==> src/rtl/uart_cmd_parser_if.sv <==
// Received-byte stream from the UART receiver into the command parser.
// A byte is presented on rx_data together with a single-cycle rx_valid strobe.
interface uart_cmd_parser_if;
   logic [7:0] rx_data;
   logic       rx_valid;

   modport master (
      output rx_data,
      output rx_valid
   );

   modport slave (
      input rx_data,
      input rx_valid
   );
endinterface

==> src/rtl/uart_cmd_parser.sv <==
// Decodes 4-byte command frames (header, cmd, data, checksum) from the UART byte stream.
// Valid frames update the board control registers; errors are pulsed and counted.
module uart_cmd_parser #(
   parameter logic [7:0]  HEADER         = 8'hA5,
   parameter int unsigned TIMEOUT_CYCLES = 9600,
   parameter int unsigned CNT_W          = 14
) (
   input  logic                    clk_in,
   input  logic                    reset,
   uart_cmd_parser_if.slave        rx,
   output logic [7:0]              sw_out,
   output logic [7:0]              chan_mask,
   output logic [1:0]              gate_sel,
   output logic                    cmd_ok,
   output logic                    cmd_err,
   output logic [7:0]              err_count
);

   localparam logic [1:0] IDLE     = 2'd0;
   localparam logic [1:0] GET_CMD  = 2'd1;
   localparam logic [1:0] GET_DATA = 2'd2;
   localparam logic [1:0] GET_SUM  = 2'd3;

   localparam logic [CNT_W-1:0] CNT_LAST = CNT_W'(TIMEOUT_CYCLES - 1);

   logic [1:0]       state_q, state_d;
   logic [CNT_W-1:0] cnt_q, cnt_d;
   logic [7:0]       cmd_q, cmd_d;
   logic [7:0]       data_q, data_d;
   logic [7:0]       sw_q, sw_d;
   logic [7:0]       mask_q, mask_d;
   logic [1:0]       gate_q, gate_d;
   logic             ok_q, ok_d;
   logic             err_q, err_d;
   logic [7:0]       errcnt_q, errcnt_d;
   logic [7:0]       sum_exp;

   assign sum_exp = cmd_q + data_q;

   always_comb begin
      state_d  = state_q;
      cnt_d    = cnt_q;
      cmd_d    = cmd_q;
      data_d   = data_q;
      sw_d     = sw_q;
      mask_d   = mask_q;
      gate_d   = gate_q;
      ok_d     = 1'b0;
      err_d    = 1'b0;

      case (state_q)
         IDLE: begin
            cnt_d = '0;
            if (rx.rx_valid && (rx.rx_data == HEADER)) begin
               state_d = GET_CMD;
            end
         end
         default: begin
            // An arriving byte takes priority over an expiring timeout.
            if (rx.rx_valid) begin
               cnt_d = '0;
               case (state_q)
                  GET_CMD: begin
                     cmd_d   = rx.rx_data;
                     state_d = GET_DATA;
                  end
                  GET_DATA: begin
                     data_d  = rx.rx_data;
                     state_d = GET_SUM;
                  end
                  default: begin
                     state_d = IDLE;
                     if (rx.rx_data == sum_exp) begin
                        case (cmd_q)
                           8'h00: ok_d = 1'b1;
                           8'h01: begin
                              sw_d = data_q;
                              ok_d = 1'b1;
                           end
                           8'h02: begin
                              mask_d = data_q;
                              ok_d   = 1'b1;
                           end
                           8'h03: begin
                              gate_d = data_q[1:0];
                              ok_d   = 1'b1;
                           end
                           default: err_d = 1'b1;
                        endcase
                     end else begin
                        err_d = 1'b1;
                     end
                  end
               endcase
            end else if (cnt_q == CNT_LAST) begin
               state_d = IDLE;
               cnt_d   = '0;
               err_d   = 1'b1;
            end else begin
               cnt_d = cnt_q + 1'b1;
            end
         end
      endcase

      errcnt_d = errcnt_q;
      if (err_d && (errcnt_q != 8'hFF)) begin
         errcnt_d = errcnt_q + 8'd1;
      end
   end

   always_ff @(posedge clk_in or negedge reset) begin
      if (!reset) begin
         state_q  <= IDLE;
         cnt_q    <= '0;
         cmd_q    <= 8'h00;
         data_q   <= 8'h00;
         sw_q     <= 8'h00;
         mask_q   <= 8'hFF;
         gate_q   <= 2'd0;
         ok_q     <= 1'b0;
         err_q    <= 1'b0;
         errcnt_q <= 8'h00;
      end else begin
         state_q  <= state_d;
         cnt_q    <= cnt_d;
         cmd_q    <= cmd_d;
         data_q   <= data_d;
         sw_q     <= sw_d;
         mask_q   <= mask_d;
         gate_q   <= gate_d;
         ok_q     <= ok_d;
         err_q    <= err_d;
         errcnt_q <= errcnt_d;
      end
   end

   assign sw_out    = sw_q;
   assign chan_mask = mask_q;
   assign gate_sel  = gate_q;
   assign cmd_ok    = ok_q;
   assign cmd_err   = err_q;
   assign err_count = errcnt_q;

endmodule

==> src/flat_wrapper.sv <==
// flat-port wrapper written by rule: the top's interface ports become plain ports
module uart_cmd_parser_flat 
#(
   parameter logic [7:0]  HEADER         = 8'hA5,
   parameter int unsigned TIMEOUT_CYCLES = 9600,
   parameter int unsigned CNT_W          = 14
)
  (clk_in, reset, sw_out, chan_mask, gate_sel, cmd_ok, cmd_err, err_count, rx_rx_data, rx_rx_valid);
  uart_cmd_parser_if rx_i ();
  input  logic clk_in;
  input  logic reset;
  output logic [7:0] sw_out;
  output logic [7:0] chan_mask;
  output logic [1:0] gate_sel;
  output logic cmd_ok;
  output logic cmd_err;
  output logic [7:0] err_count;
  input wire logic [$bits(rx_i.rx_data)-1:0] rx_rx_data;
  input wire logic [$bits(rx_i.rx_valid)-1:0] rx_rx_valid;
  assign rx_i.rx_data = rx_rx_data;
  assign rx_i.rx_valid = rx_rx_valid;
  uart_cmd_parser #(.HEADER(HEADER), .TIMEOUT_CYCLES(TIMEOUT_CYCLES), .CNT_W(CNT_W)) u_core (.clk_in(clk_in), .reset(reset), .rx(rx_i), .sw_out(sw_out), .chan_mask(chan_mask), .gate_sel(gate_sel), .cmd_ok(cmd_ok), .cmd_err(cmd_err), .err_count(err_count));
endmodule
==> config.mk <==
export PLATFORM = sky130hd
export DESIGN_NAME = uart_cmd_parser_flat
export DESIGN_NICKNAME = d
export VERILOG_FILES = /design/src/rtl/uart_cmd_parser_if.sv /design/src/rtl/uart_cmd_parser.sv /design/src/flat_wrapper.sv
export SDC_FILE = /design/constraint.sdc
export NUM_CORES = 1
export LEC_CHECK = 0
export CAP_MARGIN = 5
export CORE_AREA = 2 2 72 88
export CTS_BUF_LIST = sky130_fd_sc_hd__clkbuf_4
export CTS_CLUSTER_DIAMETER = 30
export CTS_CLUSTER_SIZE = 28
export DETAILED_ROUTE_END_ITERATION = 12
export DIE_AREA = 0 0 74 90
export HOLD_SLACK_MARGIN = 0.05
export PLACE_DENSITY = 0.77
export SYNTH_ARGS = -nofsm -noshare
export SYNTH_HDL_FRONTEND = slang
export SYNTH_SLANG_ARGS = --single-unit
export TNS_END_PERCENT = 50
==> constraint.sdc <==
create_clock -name clk_in -period 4.56 [get_ports clk_in]
set_clock_uncertainty 0.2 [all_clocks]
set_input_delay 0.912 -clock clk_in [delete_from_list [all_inputs] [get_ports clk_in]]
set_output_delay 0.912 -clock clk_in [all_outputs]
set_load 0.01 [all_outputs]
layers.png
Scale bar: 20 um.
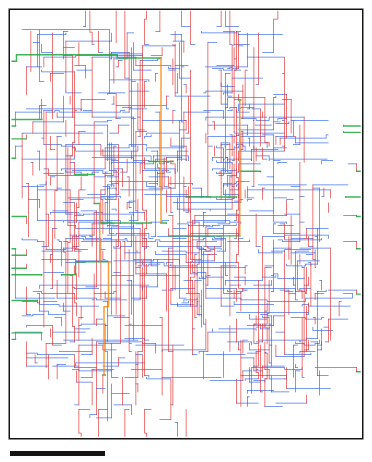
colour	layer	wire length
orange	M4	100 um
red	M2	2,870 um
blue	M1	2,520 um
green	M3	151 um

class_map.png
Scale bar: 20 um. Fill, decap, tap and diode cells in grey.
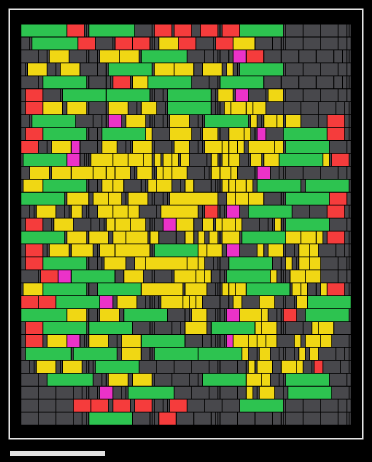
colour	class	cells	share of their area
yellow	remaining logic cells	195	44%
red	remaining buffers and delay cells	40	11%
green	registers	60	42%
magenta	clock drivers and dummy loads	16	3.1%

==> summary.txt <==
synth cell count leaders -> 52 x dfrtp_1, 34 x mux2_2, 21 x nor2_1
Clock transition at path regs -> 0.10 ns
HPWL after DPL -> 4168 um
first-pass GRT wire length -> 9763 um
P_clk -> 0.307 mW
Post-Syn Area per Cell -> 11.96 um^2
reg2reg path depth -> 9
Synth Area in Compound Gates -> 7.015%
Placed Instance Area -> 0.003567 mm^2
synth warn -> 0
dominant cell type by area after synthesis -> dfrtp_1
Inserted Diodes -> 0
Int Power -> 1.213 mW
Post-route DRC -> 0
Avg Vias per Cell -> 5.372
P_sw -> 0.8095 mW
r2r endpoint -> u_core.sw_out[4]
final setup violation count -> 0
Setup crit start kind -> flip-flop
number of antenna violations at the first check in global routing -> 0
fin. max-slew vios -> 0
Synth area leaders -> dfrtp_1 42%, mux2_2 12%, dfstp_2 6.8%
CP Launch Point -> u_core.cmd_q[0]
Hold Path Class -> reg2reg
total power -> 2.023 mW
most common cell in the netlist -> dfrtp_1
worst vdd ir -> 0.3645 mV
Fmax -> 294.0 MHz
critical path buffer and inverter count -> 0
Slew headroom -> 55.45%
pre-placement core utilization -> 52.68%
GR Layer Usage met3 -> 4.036%
setup slack, reg-to-reg -> 1.16 ns
number of port buffers -> 38
biggest cell delay along the critical path -> 0.46 ns
grt met1 use -> 24.94%
Area leader share -> 42.17%
Seq cells post-synth -> 60
number of flip-flops under the largest register name -> 14
status -> finished clean
sequence of cells on the critical path -> ha_1, fa_1, a21o_1, a21oi_1, xnor2_1, or4_4, nor4_4, nand4b_4, mux2_2
Nets at Floorplan -> 283
Comb power frac -> 45.6%
clock buffer depth -> 2
num ports -> 39
Die W -> 74 um
placed.png
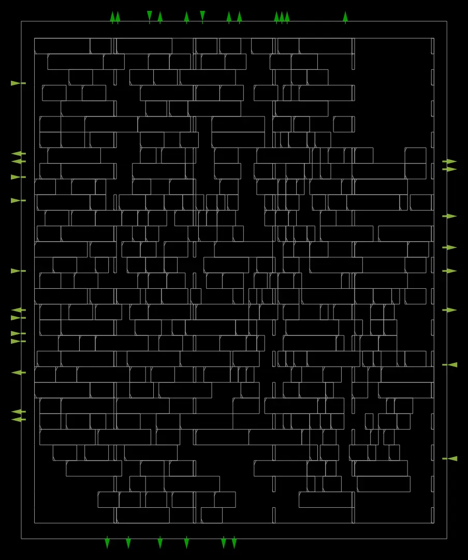
Core Util, Final: 62.81%
core box area: 0.005857 mm^2
fillers: 483

[logic make-up (layout without fill, tap and decap cells)]
group | after synthesis | after routing
AND-OR/OR-AND | 27 | 27
flip-flops | 60 | 60
buffers and inverters | 10 | 63
XOR/XNOR | 32 | 32
multiplexers | 35 | 35
AND/OR/NAND/NOR | 80 | 80
adder cells (fa/ha/maj) | 14 | 14
[cell type report]
| type | count | area [um^2] |
|---|---|---|
| Tap cell | 82 | 102.6 |
| Fill cell | 483 | 2178 |
| Inverter | 7 | 26.28 |
| Clock buffer | 11 | 82.58 |
| Multi-Input combinational cell | 188 | 1536 |
| Clock inverter | 5 | 28.78 |
| Timing Repair Buffer | 40 | 390.4 |
| Sequential cell | 60 | 1511 |
No activity file was given, so power comes from the tool's default toggle rates.
